Figure 1. Clock routing.
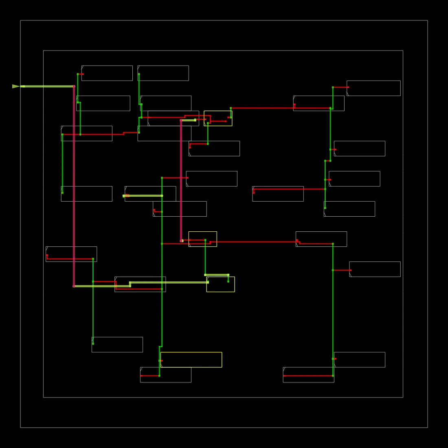
Figure 2. Signal wires by layer.
Drawn at 4 px/um.
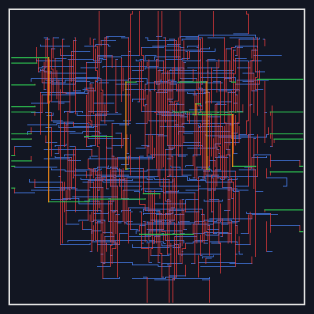
Figure 3. Where the registers sit.
Drawn at 4 px/um.
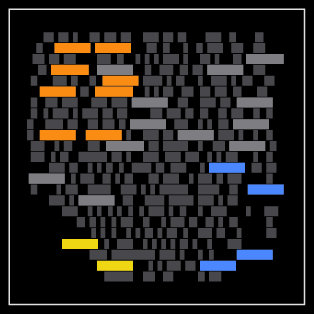
Figure 4. Nets reached from selected ports.
Drawn at 6 px/um.
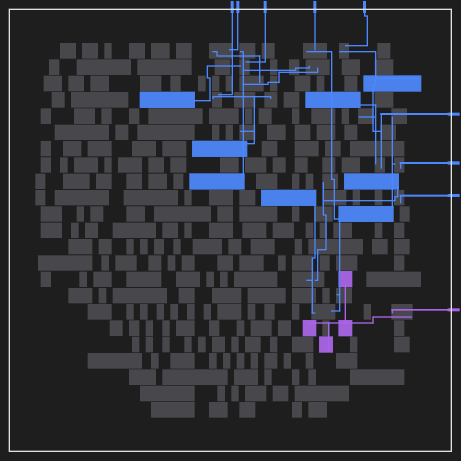
===== src/rtl/tdm_demux4_pkg.sv =====
// Shared types and sizes for the receive-side 4-slot TDM demultiplexer.
package tdm_demux4_pkg;
  localparam int NR_SLOT = 4;
  localparam int KEY_LEN = 2;
  localparam int CNT_W   = 8;

  typedef enum logic [1:0] {
    IDLE,
    COLLECT,
    FULL
  } state_e;
endpackage


===== src/rtl/tdm_slot_dec.sv =====
// Key to one-hot slot write-enable decoder; mirrors the transmit-side selector.
module tdm_slot_dec
  import tdm_demux4_pkg::*;
(
  input  logic               en_i,
  input  logic [KEY_LEN-1:0] key_i,
  output logic [NR_SLOT-1:0] we_o
);

  always_comb begin
    we_o = '0;
    if (en_i) we_o[key_i] = 1'b1;
  end

endmodule


===== src/rtl/tdm_demux4.sv =====
// Rebuilds a 4-slot frame from key-tagged beats and hands it off on valid/ready.
// state   | meaning
// IDLE    | waiting for an sof beat on key 0
// COLLECT | slot exp_q is the next one expected
// FULL    | frame held on the output until the consumer takes it
module tdm_demux4
  import tdm_demux4_pkg::*;
#(
  parameter int DATA_LEN = 1
) (
  input  logic                        clk,
  input  logic                        rst_n,
  input  logic                        in_valid,
  output logic                        in_ready,
  input  logic                        in_sof,
  input  logic [KEY_LEN-1:0]          in_key,
  input  logic [DATA_LEN-1:0]         in_data,
  output logic                        out_valid,
  input  logic                        out_ready,
  output logic [NR_SLOT*DATA_LEN-1:0] out_value,
  output logic                        err,
  output logic [CNT_W-1:0]            frame_cnt,
  output logic [CNT_W-1:0]            err_cnt
);

  state_e              state_q;
  logic [KEY_LEN-1:0]  exp_q;
  logic [DATA_LEN-1:0] slot_q [NR_SLOT];
  logic                out_valid_q;
  logic                err_q;
  logic [CNT_W-1:0]    frame_cnt_q, frame_cnt_d;
  logic [CNT_W-1:0]    err_cnt_q, err_cnt_d;

  logic                accept, sof0, in_order, violation, slot_wr_en;
  logic [NR_SLOT-1:0]  slot_we;

  always_comb begin
    accept     = in_valid && in_ready;
    sof0       = in_sof && (in_key == '0);
    in_order   = (state_q == COLLECT) && (in_key == exp_q) && !in_sof;
    // A resync sof is still a violation, but its payload starts the new frame.
    slot_wr_en = accept && (sof0 || in_order);
    violation  = accept && !(((state_q == IDLE) && sof0) || in_order);
    frame_cnt_d = frame_cnt_q + 8'd1;
    err_cnt_d   = (err_cnt_q == '1) ? err_cnt_q : err_cnt_q + 8'd1;
  end

  tdm_slot_dec u_slot_dec (
    .en_i  (slot_wr_en),
    .key_i (in_key),
    .we_o  (slot_we)
  );

  always_ff @(posedge clk or negedge rst_n) begin
    if (!rst_n) begin
      for (int i = 0; i < NR_SLOT; i++) slot_q[i] <= '0;
    end else begin
      for (int i = 0; i < NR_SLOT; i++) begin
        if (slot_we[i]) slot_q[i] <= in_data;
      end
    end
  end

  always_ff @(posedge clk or negedge rst_n) begin
    if (!rst_n) begin
      state_q     <= IDLE;
      exp_q       <= '0;
      out_valid_q <= 1'b0;
      err_q       <= 1'b0;
      frame_cnt_q <= '0;
      err_cnt_q   <= '0;
    end else begin
      err_q <= violation;
      if (violation) err_cnt_q <= err_cnt_d;
      case (state_q)
        IDLE: begin
          if (accept && sof0) begin
            exp_q   <= 2'd1;
            state_q <= COLLECT;
          end
        end
        COLLECT: begin
          if (accept) begin
            if (in_order) begin
              if (exp_q == 2'd3) begin
                exp_q       <= '0;
                out_valid_q <= 1'b1;
                state_q     <= FULL;
              end else begin
                exp_q <= exp_q + 2'd1;
              end
            end else if (sof0) begin
              exp_q <= 2'd1;
            end else begin
              exp_q   <= '0;
              state_q <= IDLE;
            end
          end
        end
        FULL: begin
          if (out_ready) begin
            out_valid_q <= 1'b0;
            frame_cnt_q <= frame_cnt_d;
            state_q     <= IDLE;
          end
        end
        default: begin
          exp_q   <= '0;
          state_q <= IDLE;
        end
      endcase
    end
  end

  for (genvar g = 0; g < NR_SLOT; g++) begin : g_out
    assign out_value[g*DATA_LEN +: DATA_LEN] = slot_q[g];
  end

  assign in_ready  = (state_q != FULL);
  assign out_valid = out_valid_q;
  assign err       = err_q;
  assign frame_cnt = frame_cnt_q;
  assign err_cnt   = err_cnt_q;

endmodule


===== config.mk =====
export PLATFORM = sky130hd
export DESIGN_NAME = tdm_demux4
export DESIGN_NICKNAME = d
export VERILOG_FILES = /design/src/rtl/tdm_demux4_pkg.sv /design/src/rtl/tdm_slot_dec.sv /design/src/rtl/tdm_demux4.sv
export SDC_FILE = /design/constraint.sdc
export NUM_CORES = 1
export LEC_CHECK = 0
export ABC_AREA = 1
export CAP_MARGIN = 40
export CELL_PAD_IN_SITES_DETAIL_PLACEMENT = 1
export CELL_PAD_IN_SITES_GLOBAL_PLACEMENT = 1
export CORE_MARGIN = 4
export CORE_UTILIZATION = 35
export CTS_BUF_LIST = sky130_fd_sc_hd__clkbuf_8
export CTS_CLUSTER_SIZE = 40
export DETAILED_ROUTE_END_ITERATION = 7
export GPL_TIMING_DRIVEN = 0
export PLACE_DENSITY = 0.83
export SETUP_SLACK_MARGIN = 0.3
export SLEW_MARGIN = 40
export SYNTH_ARGS = -nofsm -noshare
export SYNTH_HDL_FRONTEND = slang
export SYNTH_SLANG_ARGS = --single-unit

===== constraint.sdc =====
create_clock -name clk -period 1.3 [get_ports clk]
set_input_delay 0.26 -clock clk [delete_from_list [all_inputs] [get_ports clk]]
set_output_delay 0.26 -clock clk [all_outputs]
set_load 0.005 [all_outputs]

==> results.txt <==
fresh numbers from the pnr run: gpl congestion=0.822, violated checks=hold timing, setup timing, final setup violation count=21, initial antenna violation count=0, xor/xnor share=between 7 and 8%, crit-path cells=inv_2, buf_6, nand2_4, nor2_4, nand2_2, nor2_4, nor2_4, nand3_2, nand2_1, Die H=73.4 um, H-tree depth=1, most numerous logic cell after layout=nand2_1, # fillers=around 500, Final TNS setup=-1.65 ns, Vias/cell=4.97, CP Class=reg -> reg, cell mode on critical path=nor2_4, slowest cell on the critical path=dfrtp_1, status=complete, but fails checks, crit path DRT=1.48 ns, Clock Sinks=26, share of layout cells above drive strength 1=51.0%, Final Hold Fails=26, # port buffers=30, Hold WS=-0.0231 ns, Critical Path End=err_cnt[7]$_DFFE_PN0P_, Worst EP arrival=roughly 1.6 ns, setup slack after layout=-0.145 ns, grt ovf=0, Levels on crit path=9
Notes on Figure 1 above:
Late-Pin Clk Latency: 0.28 ns
Power Clock: 0.706 mW

Notes on Figure 2 above:
- orange: M4 (wire length 95.2 um)
- green: M3 (wire length 197 um)
- blue: M1 (wire length 1,960 um)
- red: M2 (wire length 2,860 um)

Notes on Figure 3 above:
- orange: frame_cnt (sequential cells 8)
- yellow: exp_q (sequential cells 2)
- blue: out_value (sequential cells 4)

Notes on Figure 4 above:
- purple: in_data (direction input; edge right; end cells 4; buffers 1; wire 39.3 um)
- blue: err_cnt (direction output; edge 5 top, 3 right; end cells 8; buffers 11; wire 351 um)

[layout make-up]
class	instances	area (um2)	area share, %
Inverter	22	90.1	3.80
Multi-Input combinational cell	130	912	38.5
Sequential cell	26	656	27.7
Timing Repair Buffer	74	568	24.0
Buffer	1	11.3	0.475
Tap cell	50	62.6	2.64
Clock inverter	1	30.0	1.27
Clock buffer	3	41.3	1.74
[where the power goes]
part | total [mW] | switching [mW] | internal [mW] | leakage [nW]
clock network | 0.706 | 0.293 | 0.413 | 0.0357
logic | 1.44 | 0.731 | 0.712 | 0.851
registers | 1.08 | 0.117 | 0.958 | 0.335
total | 3.22 | 1.14 | 2.08 | 1.22
[cells in the mapped netlist]
library cell | n | area [um2]
dfrtp_1 | 26 | 651
inv_1 | 21 | 78.8
nand3_2 | 4 | 40.0
xor2_1 | 7 | 61.3
nor2_1 | 11 | 41.3
xnor2_1 | 6 | 52.6
nand4_1 | 9 | 56.3
nand3_1 | 15 | 75.1
clkinv_1 | 1 | 3.75
nor2_4 | 6 | 67.6
nand2_4 | 2 | 22.5
ha_1 | 3 | 37.5
o21ai_1 | 2 | 10.0
a21oi_1 | 2 | 10.0
o21ai_2 | 3 | 26.3
nor2_2 | 2 | 12.5
nand2_2 | 3 | 18.8
buf_6 | 1 | 11.3
nand2_1 | 54 | 203
nor2_8 | 1 | 20.0
[flip-flops by register name, summed over array words and instances, names as in the netlist]
name	flops
err	1
err_cnt	8
exp_q	2
frame_cnt	8
out_valid	1
out_value	4
state_q	2
[per-layer routing]
layer	track usage [%]	routed length [um]
met5	0	0
met4	8.05	95
met2	39.5	2860
met3	2.74	196
met1	23.1	1960
No activity file was given, so power comes from the tool's default toggle rates.
